File: config.mk
export PLATFORM = sky130hd
export DESIGN_NAME = robot_drive_ctrl
export DESIGN_NICKNAME = d
export VERILOG_FILES = /design/src/rtl/robot_pkg.sv /design/src/rtl/robot_drive_ctrl_wheel_guard.sv /design/src/rtl/robot_drive_ctrl.sv
export SDC_FILE = /design/constraint.sdc
export NUM_CORES = 1
export LEC_CHECK = 0
export CORE_ASPECT_RATIO = 1.75
export CORE_MARGIN = 2
export CORE_UTILIZATION = 40
export DETAILED_ROUTE_END_ITERATION = 6
export PLACE_DENSITY = 0.72
export SLEW_MARGIN = 15
export SYNTH_ARGS = -nofsm -noshare
export SYNTH_HDL_FRONTEND = slang
export SYNTH_HIERARCHICAL = 1
export SYNTH_SLANG_ARGS = --single-unit
File: constraint.sdc
create_clock -name clk -period 2.4 [get_ports clk]
set_input_delay 0.6 -clock clk [delete_from_list [all_inputs] [get_ports clk]]
set_output_delay 0.6 -clock clk [all_outputs]
set_load 0.05 [all_outputs]
File: src/rtl/robot_pkg.sv
// robot_pkg: shared definitions for the light-follower drive controller.
//   - wheel command codes (STOP/FWD/REV; 2'd3 is never produced)
//   - FSM state encoding, which is also what mode_state reports
//   - active-low seven-segment glyphs and the code-to-glyph decode
package robot_pkg;

  localparam logic [1:0] STOP = 2'd0;
  localparam logic [1:0] FWD  = 2'd1;
  localparam logic [1:0] REV  = 2'd2;

  typedef enum logic [1:0] {
    AUTO_TRACK  = 2'd0,
    AUTO_SEARCH = 2'd1,
    AUTO_HALT   = 2'd2,
    MANUAL      = 2'd3
  } mode_e;

  // Active-low segment patterns, bit order {g,f,e,d,c,b,a}
  localparam logic [6:0] GLYPH_S = 7'b0010010;
  localparam logic [6:0] GLYPH_F = 7'b0001110;
  localparam logic [6:0] GLYPH_R = 7'b0101111;

  function automatic logic [6:0] wheel_glyph(input logic [1:0] code);
    case (code)
      FWD:     return GLYPH_F;
      REV:     return GLYPH_R;
      default: return GLYPH_S;
    endcase
  endfunction

endpackage

File: src/rtl/robot_drive_ctrl_wheel_guard.sv
// wheel_guard: applied-code register for one wheel with a reversal guard.
//   A direct FWD<->REV request is not applied at once: the wheel is held at
//   STOP for GUARD_CYCLES cycles and then takes the requested direction.
//   If the request falls back to STOP or to the original direction while
//   the guard is running, the guard is dropped and the request applies on
//   the next edge. Every other change applies on the next edge.
// Ports:
//   clk    in   clock
//   reset  in   synchronous active-high reset (applied code -> STOP)
//   cmd    in   2  requested wheel code
//   code   out  2  applied (registered) wheel code
module wheel_guard
  import robot_pkg::*;
#(
  parameter int GUARD_CYCLES = 3
) (
  input  logic       clk,
  input  logic       reset,
  input  logic [1:0] cmd,
  output logic [1:0] code
);

  localparam int GW = $clog2(GUARD_CYCLES + 1);

  logic [GW-1:0] hold;    // remaining forced-STOP cycles, 0 = no guard
  logic [1:0]    target;  // direction the guard is leading to
  logic          reversal;

  assign reversal = ((code == FWD) && (cmd == REV)) ||
                    ((code == REV) && (cmd == FWD));

  always_ff @(posedge clk) begin
    if (reset) begin
      code   <= STOP;
      hold   <= '0;
      target <= STOP;
    end else if (hold != '0) begin
      if (cmd == target) begin
        hold <= hold - 1'b1;
        // last forced-STOP cycle: hand over to the new direction
        if (hold == GW'(1)) code <= cmd;
      end else begin
        // request went to STOP or back to the old direction: drop the guard
        code <= cmd;
        hold <= '0;
      end
    end else if (reversal) begin
      code   <= STOP;
      hold   <= GW'(GUARD_CYCLES);
      target <= cmd;
    end else begin
      code <= cmd;
    end
  end

endmodule

File: src/rtl/robot_drive_ctrl.sv
// robot_drive_ctrl: two-sensor light follower with manual override.
//   Sensors are registered once and compared to steer the wheels. A dark
//   period escalates AUTO_TRACK -> AUTO_SEARCH (spin) -> AUTO_HALT. Key 0
//   toggles MANUAL mode, where keys 3/2 drive the left/right wheel and key 1
//   selects reverse. Each wheel passes through a reversal guard.
// Ports:
//   clk          in   clock
//   reset        in   synchronous active-high reset
//   sens_l       in   SENSOR_W  left light sensor (unsigned)
//   sens_r       in   SENSOR_W  right light sensor (unsigned)
//   key_n        in   4   active-low async keys: [3] left, [2] right,
//                         [1] reverse, [0] mode toggle
//   left_wheel   out  2   applied left wheel code
//   right_wheel  out  2   applied right wheel code
//   hex1         out  7   left wheel glyph (active-low)
//   hex0         out  7   right wheel glyph (active-low)
//   mode_state   out  2   current FSM state
module robot_drive_ctrl
  import robot_pkg::*;
#(
  parameter int SENSOR_W        = 3,
  parameter int DEBOUNCE_CYCLES = 4,
  parameter int DARK_CYCLES     = 8,
  parameter int SEARCH_CYCLES   = 16,
  parameter int GUARD_CYCLES    = 3
) (
  input  logic                clk,
  input  logic                reset,
  input  logic [SENSOR_W-1:0] sens_l,
  input  logic [SENSOR_W-1:0] sens_r,
  input  logic [3:0]          key_n,
  output logic [1:0]          left_wheel,
  output logic [1:0]          right_wheel,
  output logic [6:0]          hex1,
  output logic [6:0]          hex0,
  output logic [1:0]          mode_state
);

  localparam int NUM_KEYS   = 4;
  localparam int NUM_WHEELS = 2;   // index 1 = left, 0 = right
  localparam int DBW = $clog2(DEBOUNCE_CYCLES + 1);
  localparam int DKW = $clog2(DARK_CYCLES + 1);
  localparam int SCW = $clog2(SEARCH_CYCLES + 1);

  // ---------------------------------------------------------------------
  // Sensor register
  // ---------------------------------------------------------------------
  logic [SENSOR_W-1:0] sl_q, sr_q;
  logic                dark;

  always_ff @(posedge clk) begin
    if (reset) begin
      sl_q <= '0;
      sr_q <= '0;
    end else begin
      sl_q <= sens_l;
      sr_q <= sens_r;
    end
  end

  assign dark = (sl_q == '0) && (sr_q == '0);

  // ---------------------------------------------------------------------
  // Key synchroniser and debouncers
  // ---------------------------------------------------------------------
  logic [NUM_KEYS-1:0] key_s1, key_s2, key_db;
  logic                mode_key_d;
  logic                mode_press;

  always_ff @(posedge clk) begin
    if (reset) begin
      key_s1 <= '1;
      key_s2 <= '1;
    end else begin
      key_s1 <= key_n;
      key_s2 <= key_s1;
    end
  end

  for (genvar k = 0; k < NUM_KEYS; k++) begin : g_key
    logic [DBW-1:0] cnt;   // consecutive samples disagreeing with level
    logic           level;

    always_ff @(posedge clk) begin
      if (reset) begin
        cnt   <= '0;
        level <= 1'b1;
      end else if (key_s2[k] == level) begin
        cnt <= '0;
      end else if (cnt == DBW'(DEBOUNCE_CYCLES - 1)) begin
        cnt   <= '0;
        level <= key_s2[k];
      end else begin
        cnt <= cnt + 1'b1;
      end
    end

    assign key_db[k] = level;
  end

  // Press pulse on the debounced 1->0 edge of the mode key; it is high for
  // the cycle right after the level flips, so the mode changes one edge later.
  always_ff @(posedge clk) begin
    if (reset) mode_key_d <= 1'b1;
    else       mode_key_d <= key_db[0];
  end

  assign mode_press = mode_key_d & ~key_db[0];

  // ---------------------------------------------------------------------
  // Mode FSM with dark and search counters
  // ---------------------------------------------------------------------
  mode_e          state;
  logic [DKW-1:0] dark_cnt;
  logic [SCW-1:0] search_cnt;

  always_ff @(posedge clk) begin
    if (reset) begin
      state      <= AUTO_TRACK;
      dark_cnt   <= '0;
      search_cnt <= '0;
    end else if (mode_press) begin
      state      <= (state == MANUAL) ? AUTO_TRACK : MANUAL;
      dark_cnt   <= '0;
      search_cnt <= '0;
    end else begin
      case (state)
        AUTO_TRACK: begin
          if (!dark) begin
            dark_cnt <= '0;
          end else if (dark_cnt == DKW'(DARK_CYCLES - 1)) begin
            // this dark cycle is number DARK_CYCLES
            state      <= AUTO_SEARCH;
            dark_cnt   <= '0;
            search_cnt <= '0;
          end else begin
            dark_cnt <= dark_cnt + 1'b1;
          end
        end
        AUTO_SEARCH: begin
          // returning light is checked first so it beats the timer
          if (!dark) begin
            state      <= AUTO_TRACK;
            search_cnt <= '0;
          end else if (search_cnt == SCW'(SEARCH_CYCLES - 1)) begin
            state      <= AUTO_HALT;
            search_cnt <= '0;
          end else begin
            search_cnt <= search_cnt + 1'b1;
          end
        end
        AUTO_HALT: begin
          if (!dark) state <= AUTO_TRACK;
        end
        default: ;
      endcase
    end
  end

  assign mode_state = state;

  // ---------------------------------------------------------------------
  // Wheel command
  // ---------------------------------------------------------------------
  function automatic logic [1:0] manual_code(input logic held_n,
                                             input logic rev_n);
    if (held_n) return STOP;
    return rev_n ? FWD : REV;
  endfunction

  logic [NUM_WHEELS-1:0][1:0] cmd;
  logic [NUM_WHEELS-1:0][1:0] code;

  always_comb begin
    cmd = '{STOP, STOP};
    case (state)
      AUTO_TRACK: begin
        if (sl_q > sr_q) begin
          cmd[0] = FWD;
        end else if (sl_q < sr_q) begin
          cmd[1] = FWD;
        end else if (!dark) begin
          cmd[1] = FWD;
          cmd[0] = FWD;
        end
      end
      AUTO_SEARCH: begin
        cmd[1] = REV;
        cmd[0] = FWD;
      end
      MANUAL: begin
        cmd[1] = manual_code(key_db[3], key_db[1]);
        cmd[0] = manual_code(key_db[2], key_db[1]);
      end
      default: ;
    endcase
  end

  // ---------------------------------------------------------------------
  // Per-wheel guard and display decode
  // ---------------------------------------------------------------------
  for (genvar w = 0; w < NUM_WHEELS; w++) begin : g_wheel
    wheel_guard #(
      .GUARD_CYCLES (GUARD_CYCLES)
    ) u_guard (
      .clk   (clk),
      .reset (reset),
      .cmd   (cmd[w]),
      .code  (code[w])
    );
  end

  assign left_wheel  = code[1];
  assign right_wheel = code[0];
  assign hex1        = wheel_glyph(code[1]);
  assign hex0        = wheel_glyph(code[0]);

endmodule

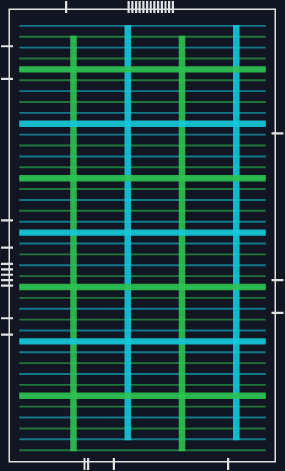
run_1/floorplan.png
Drawn at 4 px/micron. Pins as bars on the die edge.
| colour | net |
|---|---|
| green | VSS |
| cyan | VDD |
met4 straps: 4
met1 rails: 40
signal pins: 32

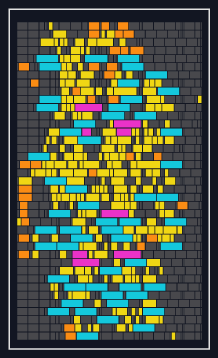
run_1/class_map.png
Drawn at 3 px/micron. Fill, decap, tap and diode cells in grey.
| colour | class | cells | share of their area |
|---|---|---|---|
| magenta | clock drivers and dummy loads | 8 | 5.2% |
| orange | remaining buffers and delay cells | 34 | 10% |
| yellow | remaining logic cells | 228 | 50% |
| cyan | registers | 54 | 35% |

==> flow_summary_export.csv, run 1 <==
group,metric,value,unit
floorplanning,die_area,7459,sq um
worst_setup_path,end_kind,"primary output",
final_timing,period_used_share,97.26,%
grt,antenna_found_initial,0,
yosys,synthXorXnorAreaFrac,2.591,%
worst_setup_path,crit_family,"buffers and inverters",
clocking,tritoncts,"built",
floorplanning,die_h,112.8,microns
worst_setup_path,cp.arrival,1730,ps
grt,overflow,0,
detailed_routing,totalWireLength,4968,microns
yosys,numSynthFlops,54,
pwr,switching_share,29.18,%
floorplanning,io_pins,32,
run,drv_cap,0,
final_timing,fin_tns_setup,0,ps
yosys,ys_chip_area,2704,sq um
pwr,p_seq_share,43.9,%
pwr,p_int,1.579,mW
finish,final_cell_area,3234,sq um
worst_setup_path,crit_type,"flop to primary output",
pwr,leakagePower,1.331,nW
clocking,cts.htree.levels,2,
yosys,edf_count,0,
finish,diodes,0,
finish,layout.nets,358,
final_timing,hold_violations,0,
finish,flop_area,1085,sq um
yosys,syn_inst,294,
clocking,cts_buffer_depth,2,
detailed_routing,wire_per_inst,12.24,microns
clocking,holdBufCountCts,0,
floorplanning,fp.coreArea,6539,sq um
finish,inv_count,31,
place,post-place-ws,115.3,ps
place,dp.cells,398,
grt,grt_pass1_wl,8452,microns
yosys,synth_area_leader_cell,"dfxtp_1",
yosys,most_common_cell,"dfxtp_1",
pwr,p_sw,650.6,uW
finish,largest_cell_class,"logic gates",
worst_setup_path,startpoint,"g_wheel[1].u_guard/code[1]$_SDFFE_PP0P_",
final_timing,tightestPinTransition,503.8,ps
final_timing,timing.hold.ws,411.5,ps
yosys,synthArstFlopShare,0,%
min_path,hold_depth,1,
place,place_congestion,0.8160,
finish,nonClkBufAreaFrac,9.749,%
finish,comb_area,1450,sq um
grt,grt_pass1_vias,1974,
pwr,clk-power,762,uW
place,place_area,3044,sq um
detailed_routing,first_pass_iters,4,
yosys,top_area_share,39.98,%
clocking,numCtsBuffers,5,
yosys,ys_cells,294,
final_timing,setup_ws,65.85,ps
yosys,synth.area.mux_share,3.008,%
clocking,cts-resized-gates,0,
min_path,hp-class,"flop to flop",
pwr,comb-power,488,uW
worst_setup_path,cp_slowest_stage_delay,790,ps
yosys,synth.cell_area,2704,sq um
final_timing,fmax,428.4,MHz
grt,grt_usage,14.42,%
floorplanning,die_w,66.15,microns
status,status,"completed",
clocking,clk_pin_slew_worst_paths,70,ps
place,portBuffers,27,
finish,seq_area_share,33.54,%
place,dp.final_hpwl,3666,microns
yosys,yosys.area_share.simple,23.60,%
finish,logic_gates,197,
final_timing,finalSetupViolCount,0,
worst_setup_path,cp_max_fo,7,
finish,nClkBuffers,7,
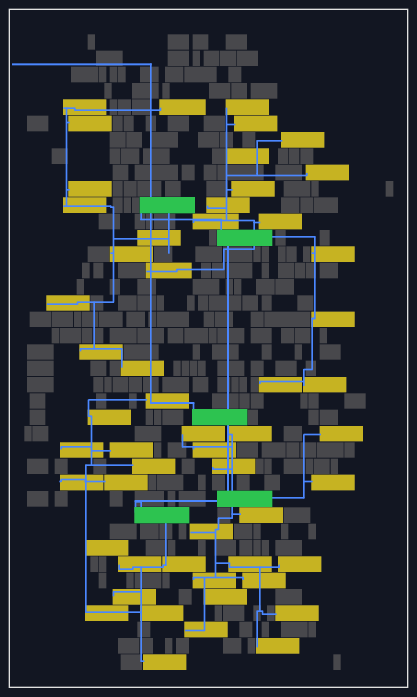
run_1/clock_wires.png
Drawn at 6 px/micron.
[blue] clock wires | length: 656 microns
[yellow] flip-flops | count: 54
[green] clock-net drivers | count: 5
routed clock nets: 6

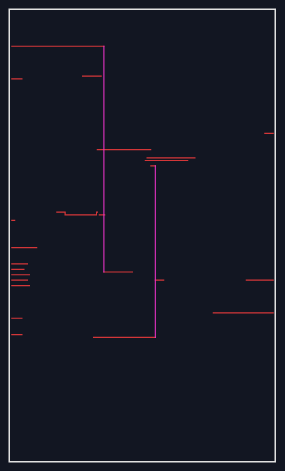
run_1/layers.png
Drawn at 4 px/micron. Two of the layers only.
| colour | layer | wire length |
|---|---|---|
| red | M3 | 160 microns |
| magenta | M4 | 99.3 microns |

## run 1: routing by layer
metal | up-vias | GRT usage [%] | part of all wire, %
met5 | - | 0 | 0
met4 | 0 | 7.483 | 2.0
met3 | 5 | 2.982 | 3.2
met2 | 31 | 25.20 | 54
met1 | 978 | 15.91 | 41
li1 | 1059 | - | -
## run 1: sequential cells by signal, summed over array words and instances, names as in the netlist, 2 cells and up
signal                  cells
mode_state                  2
sl_q                        3
search_cnt                  5
g_wheel.u_guard/hold        4
sr_q                        3
g_wheel.u_guard/target      4
dark_cnt                    4
g_key.cnt                  12
key_s2                      4
g_wheel.u_guard/code        4
key_s1                      4
g_key.level                 4
==> run 2: changes to the inputs <==
--- a/config.mk
+++ b/config.mk
@@ -10,7 +10,7 @@
 export CORE_UTILIZATION = 40
 export DETAILED_ROUTE_END_ITERATION = 6
 export PLACE_DENSITY = 0.72
-export SLEW_MARGIN = 15
+export SLEW_MARGIN = 20
 export SYNTH_ARGS = -nofsm -noshare
 export SYNTH_HDL_FRONTEND = slang
 export SYNTH_HIERARCHICAL = 1
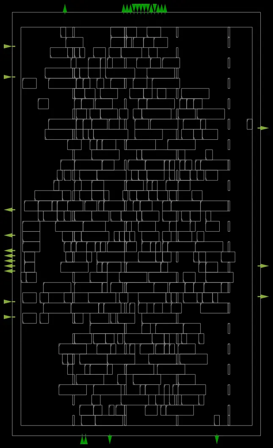
run_2/placed.png
Site Rows: 39
sequential share of cell area: 33.54%

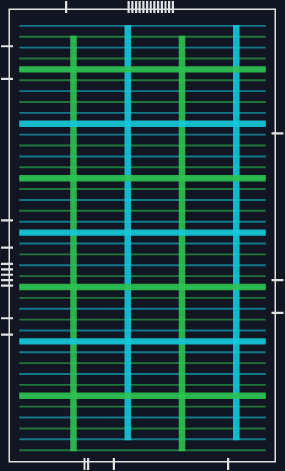
run_2/floorplan.png
Drawn at 4 px/micron. Pins as bars on the die edge.
| colour | net |
|---|---|
| green | VSS |
| cyan | VDD |
signal pins: 32
met4 straps: 4

==> run 2 against run 1 <==
Net effect:
- first-iteration DRC count is the same
- sequential power barely moved
- sequential share of layout area stayed put
- critical path type unchanged
- largest power group unchanged
- wire length did not move
- sequential cell count did not move
- via count stayed put
- largest cell class unchanged
- global-route usage stayed put
==> flow_summary_export.csv, run 2 <==
group,metric,value,unit
yosys,edf_count,0,
clocking,tritoncts,"built",
pwr,p_clk_share,34.2,%
min_path,hp-class,"flop to flop",
grt,grt_pass1_wl,8452,microns
yosys,synthXorXnorAreaFrac,2.591,%
finish,final_cell_count_no_fill,406,
pwr,leakagePower,1.331,nW
detailed_routing,drtAntennaViolNets,0,
yosys,synth_area_leader_cell,"dfxtp_1",
grt,grt_max_degree,22,
pwr,p_int,1.579,mW
detailed_routing,vias,2073,
pwr,p_sw,650.6,uW
final_timing,setup_ws,65.85,ps
worst_setup_path,start_kind,"flop",
finish,logic_gates,197,
yosys,yosys.area_share.simple,23.60,%
finish,largest_register,"g_key.cnt",
finish,flop_area,1085,sq um
final_timing,skew,4.040,ps
clocking,numCtsBuffers,5,
finish,reg.largest.list,"g_key.cnt: 12 flops, search_cnt: 5 flops",
detailed_routing,wire_per_inst,12.24,microns
final_timing,tightestPinTransition,503.8,ps
finish,nClkBuffers,7,
finish,largest_cell_class,"logic gates",
clocking,cts.htree.levels,2,
worst_setup_path,crit_family,"buffers and inverters",
floorplanning,io_pins,32,
finish,layout.nets,358,
finish,num-fill-cells,628,
status,status,"completed",
yosys,ys_cells,294,
detailed_routing,wl_met1,2033,microns
clocking,cts_setup_buffers,0,
yosys,synthArstFlopShare,0,%
worst_setup_path,startpoint,"g_wheel[1].u_guard/code[1]$_SDFFE_PP0P_",
yosys,synth.cell_area,2704,sq um
place,portBuffers,27,
pwr,max-vdd-ir-drop,0.0004485,V
worst_setup_path,cp_slowest_stage_delay,790,ps
place,dp.cells,398,
worst_setup_path,critPathRequiredTime,1800,ps
grt,grt-busiest-layer,"met2",
yosys,top_area_share,39.98,%
grt,antenna_found_initial,0,
yosys,synthFlopType,"dfxtp_1",
yosys,synthTopCellsByArea,"dfxtp_1, ha_1, inv_1",
finish,drive_above_1_share,15.12,%
clocking,clk_pin_slew_worst_paths,70,ps
yosys,adder_share,10.64,%
worst_setup_path,crit_type,"flop to primary output",
yosys,yosys.stat.seqShare,39.98,%
grt,grt_use_met3,2.982,%
finish,nonClkBufAreaFrac,9.749,%
yosys,common_cells,"dfxtp_1, inv_1, nor2_1, ha_1, nand2_1",
final_timing,fmax,428.4,MHz
pwr,switching_share,29.18,%
grt,grt_pass1_vias,1974,
finish,comb_area,1450,sq um
floorplanning,taps,82,
clocking,clk_latency,290,ps
yosys,numSynthFlops,54,
pwr,total_power,2.229,mW
pwr,p_comb_share,21.9,%
detailed_routing,top_layer,"met4",
grt,grt_usage,14.42,%
clocking,cts_buffer_depth,2,
worst_setup_path,end_kind,"primary output",
grt,use_met2,25.20,%
final_timing,period_used_share,97.26,%
yosys,avgSynthCellArea,9.197,sq um
clocking,cts-resized-gates,0,
detailed_routing,met2WireLength,2675,microns
detailed_routing,routed-wl-met3,159,microns
finish,inv_count,31,
worst_setup_path,rrSetupSlack,160,ps
finish,diodes,0,
pwr,clk-power,762,uW
worst_setup_path,crit_slowest_cell,"clkdlybuf4s50_1",
place,dp.final_hpwl,3666,microns
yosys,ys_chip_area,2704,sq um
final_timing,timing.hold.ws,411.5,ps
clocking,clock_sinks,54,
detailed_routing,totalWireLength,4968,microns
pwr,p_seq_share,43.9,%
finish,clockNetworkAreaShare,4.990,%
clocking,cts_root_buf,"clkbuf_16",
place,place_congestion,0.8160,
grt,use_met1,15.91,%
final_timing,hold_violations,0,
finish,layout_top_cells,"dfxtp_1, inv_1, nor2_1",
finish,lay_top_count,"dfxtp_1",
finish,flops,54,
final_timing,finalSetupViolCount,0,
yosys,most_common_cell,"dfxtp_1",
grt,overflow,0,
final_timing,final.min_clock_period,2334,ps
place,post-place-ws,115.3,ps
yosys,ys_types,50,
place,place_area,3044,sq um
pwr,comb-power,488,uW
worst_setup_path,cp_max_fo,7,
floorplanning,die_area,7459,sq um
yosys,synth.area.mux_share,3.008,%
finish,largest_reg_flops,12,
worst_setup_path,crit_chain,"ha_2, clkdlybuf4s50_1",
final_timing,fin_tns_setup,0,ps
floorplanning,die_w,66.15,microns
clocking,holdBufCountCts,0,
run,drv_cap,0,
yosys,syn_inst,294,
floorplanning,die_h,112.8,microns
pwr,power_leader,"sequential cells",
final_timing,slew_viol_final,0,
detailed_routing,first_pass_iters,4,
worst_setup_path,cp.arrival,1730,ps
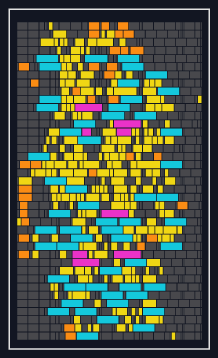
run_2/class_map.png
Drawn at 3 px/micron. Fill, decap, tap and diode cells in grey.
fin area: 3234 sq um
Core ar.: 6539 sq um
final core area utilization: 49.46%

## run 2: cell counts in the layout (fill, tap and decap cells not counted)
No cell type changed its count.
## run 2: how the worst min path moves through the flow
stage,startpoint,end,depth (start not counted)
final,key_s1[0]$_SDFF_PP1_,key_s2[0]$_SDFF_PP1_,1
after global routing,key_s1[2]$_SDFF_PP1_,key_s2[2]$_SDFF_PP1_,1
after CTS,key_s1[3]$_SDFF_PP1_,key_s2[3]$_SDFF_PP1_,1
after detailed placement,key_s1[3]$_SDFF_PP1_,key_s2[3]$_SDFF_PP1_,1
after global placement,key_s1[0]$_SDFF_PP1_,key_s2[0]$_SDFF_PP1_,1
after floorplan,key_s1[0]$_SDFF_PP1_,key_s2[0]$_SDFF_PP1_,1
run_2/clock_wires.png
Drawn at 6 px/micron.
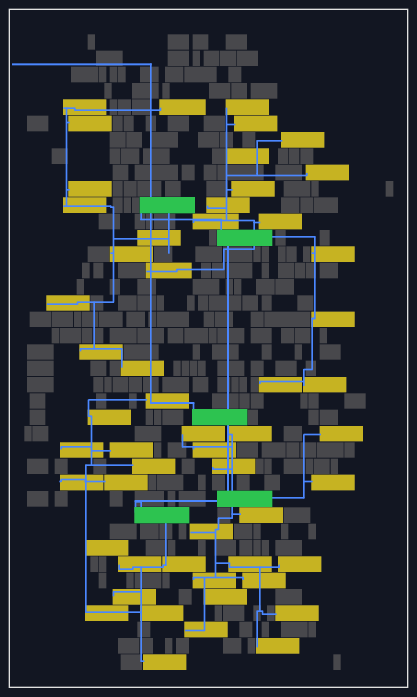

==> run 3: changes to the inputs <==
--- a/config.mk
+++ b/config.mk
@@ -10,7 +10,6 @@
 export CORE_UTILIZATION = 40
 export DETAILED_ROUTE_END_ITERATION = 6
 export PLACE_DENSITY = 0.72
-export SLEW_MARGIN = 20
 export SYNTH_ARGS = -nofsm -noshare
 export SYNTH_HDL_FRONTEND = slang
 export SYNTH_HIERARCHICAL = 1
==> constraint.sdc (replaced) <==
create_clock -name clk -period 2.4 [get_ports clk]
set_input_delay 0.72 -clock clk [delete_from_list [all_inputs] [get_ports clk]]
set_output_delay 0.72 -clock clk [all_outputs]
set_load 0.05 [all_outputs]
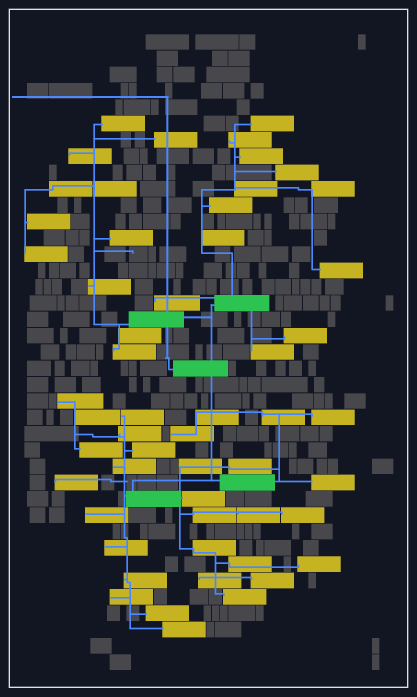
run_3/clock_wires.png
Drawn at 6 px/micron.
[green] clock-net drivers | count: 5
[blue] clock wires | length: 595 microns
[yellow] flip-flops | count: 54
routed clock nets: 6

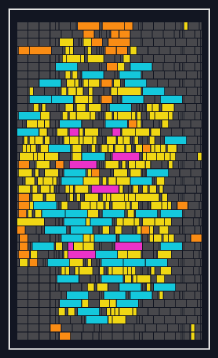
run_3/class_map.png
Drawn at 3 px/micron. Fill, decap, tap and diode cells in grey.
| colour | class | cells | share of their area |
|---|---|---|---|
| yellow | remaining logic cells | 228 | 50% |
| cyan | registers | 54 | 34% |
| magenta | clock drivers and dummy loads | 8 | 4.7% |
| orange | remaining buffers and delay cells | 33 | 11% |

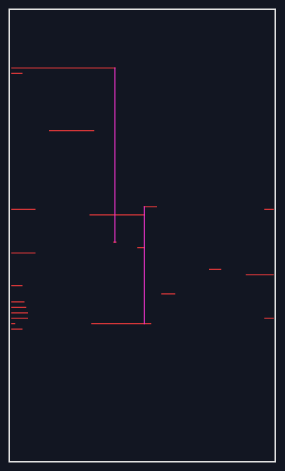
run_3/layers.png
Drawn at 4 px/micron. Two of the layers only.
| colour | layer | wire length |
|---|---|---|
| magenta | M4 | 72.8 microns |
| red | M3 | 121 microns |

==> run 3 against run 2 <==
Net effect:
- wire length fell by 4.2%
- worst setup slack improved by 65 ps
- non-clock buffer count is 1 lower
- die area unchanged
- critical path type unchanged
- count of clock-buffer cells in the layout fell by 2
- critical endpoint is now right_wheel[1]
- sequential cell count did not move
- first-iteration DRC count shrank 37%
- maximum frequency grew 2.9%
- via count decreased by 1.7%
- sequential share of layout area shrank 0.17 points
- power fell by 1.6%
==> flow_summary_export.csv, run 3 <==
group,metric,value,unit
status,status,"completed",
grt,grt_max_degree,30,
pwr,p_comb_share,23.5,%
floorplanning,taps,82,
floorplanning,die_w,66.15,microns
yosys,ys_chip_area,2704,sq um
place,portBuffers,27,
place,place_congestion,0.7677,
worst_setup_path,startpoint,"g_wheel[0].u_guard/code[1]$_SDFFE_PP0P_",
pwr,clk-power,700,uW
yosys,edf_count,0,
worst_setup_path,start_kind,"flop",
yosys,yosys.area_share.simple,23.60,%
min_path,hold_depth,1,
finish,largest_register,"g_key.cnt",
pwr,power_leader,"sequential cells",
grt,grt_usage,13.99,%
yosys,syn_inst,294,
min_path,min_to,"key_s2[3]$_SDFF_PP1_",
pwr,leakagePower,1.272,nW
place,dp.final_hpwl,3640,microns
finish,lay_top_count,"dfxtp_1",
yosys,synth.cell_area,2704,sq um
clocking,tritoncts,"built",
worst_setup_path,crit_type,"flop to primary output",
finish,largest_cell_class,"logic gates",
floorplanning,fp.coreArea,6539,sq um
clocking,cts_root_buf,"clkbuf_16",
finish,diodes,0,
yosys,synthFlopType,"dfxtp_1",
grt,use_met1,14.46,%
clocking,holdBufCountCts,0,
finish,reg.largest.list,"g_key.cnt: 12 flops, search_cnt: 5 flops",
yosys,common_cells,"dfxtp_1, inv_1, nor2_1, ha_1, nand2_1",
finish,largest_reg_flops,12,
floorplanning,io_pins,32,
detailed_routing,top_layer,"met4",
floorplanning,num_rows,39,
grt,grt_use_met3,2.386,%
floorplanning,die_h,112.8,microns
final_timing,finalSetupViolCount,0,
clocking,cts-resized-gates,0,
worst_setup_path,cp_max_fo,7,
yosys,ys_types,50,
finish,seq_area_share,33.37,%
finish,flop_area,1085,sq um
final_timing,tightestPinTransition,530.8,ps
final_timing,timing.hold.ws,405.8,ps
grt,use_met2,27.00,%
finish,nClkBuffers,5,
final_timing,hold_violations,0,
pwr,comb-power,514,uW
detailed_routing,met2WireLength,2662,microns
worst_setup_path,end_kind,"primary output",
yosys,most_common_cell,"dfxtp_1",
grt,antenna_found_initial,0,
pwr,p_clk_share,31.9,%
pwr,p_sw,650.9,uW
min_path,min_from,"key_s1[3]$_SDFF_PP1_",
final_timing,skew,4.890,ps
finish,flops,54,
finish,layout.nets,357,
clocking,numCtsBuffers,5,
clocking,clk_latency,290,ps
worst_setup_path,cp.arrival,1550,ps
finish,layout_top_cells,"dfxtp_1, inv_1, nor2_1",
detailed_routing,totalWireLength,4757,microns
detailed_routing,routed-wl-met3,120,microns
yosys,numSynthFlops,54,
finish,num-fill-cells,639,
worst_setup_path,crit_slowest_cell,"clkdlybuf4s50_1",
clocking,cts_setup_buffers,0,
detailed_routing,wl_met1,1900,microns
min_path,hp-class,"flop to flop",
clocking,cts.htree.levels,2,
run,drv_cap,0,
yosys,ys_cells,294,
final_timing,final.min_clock_period,2269,ps
worst_setup_path,critPathRequiredTime,1680,ps
grt,overflow,0,
yosys,synth_area_leader_cell,"dfxtp_1",
detailed_routing,first_pass_iters,4,
yosys,yosys.stat.seqShare,39.98,%
worst_setup_path,crit_family,"buffers and inverters",
final_timing,slew_viol_final,0,
pwr,switching_share,29.68,%
clocking,cts_buffer_depth,2,
pwr,p_seq_share,44.6,%
finish,clockNetworkAreaShare,4.503,%
yosys,synthArstFlopShare,0,%
finish,inv_count,31,
yosys,avgSynthCellArea,9.197,sq um
detailed_routing,vias,2038,
grt,grt-busiest-layer,"met2",
final_timing,period_used_share,94.54,%
yosys,adder_share,10.64,%
grt,grt_pass1_vias,2026,
worst_setup_path,cp_slowest_stage_delay,840,ps
-- run 3: cell counts after synthesis --
Identical to the previous run, type by type.
-- run 3: worst register-to-register path, cell delays in order (launching register included) --
cell and delay [ps]:
dfxtp_1 380, inv_1 60, ha_1 280, nor2b_1 130, o21ai_1 80, a2bb2oi_1 180
a211oi_2 100, nor2_2 210, and4bb_2 300, o21a_1 200, o211a_1 200
-- run 3: metrics by stage --
step | instance area [sq um] | util (%) | std cells | setup TNS (ps) | setup WS [ps]
after CTS | 3241 | 49.56 | 405 | 0 | 53.71
after global placement | 3094 | 47.32 | 397 | 0 | 182.0
after detailed placement | 3094 | 47.32 | 397 | 0 | 99.09
after global routing | 3251 | 49.71 | 405 | 0 | 8.482
after floorplan | 2744 | - | 296 | -55.38 | -55.38
final | 3251 | 49.71 | 405 | 0 | 131.1
Power figures rest on the tool's default switching activity, not on a simulated workload.
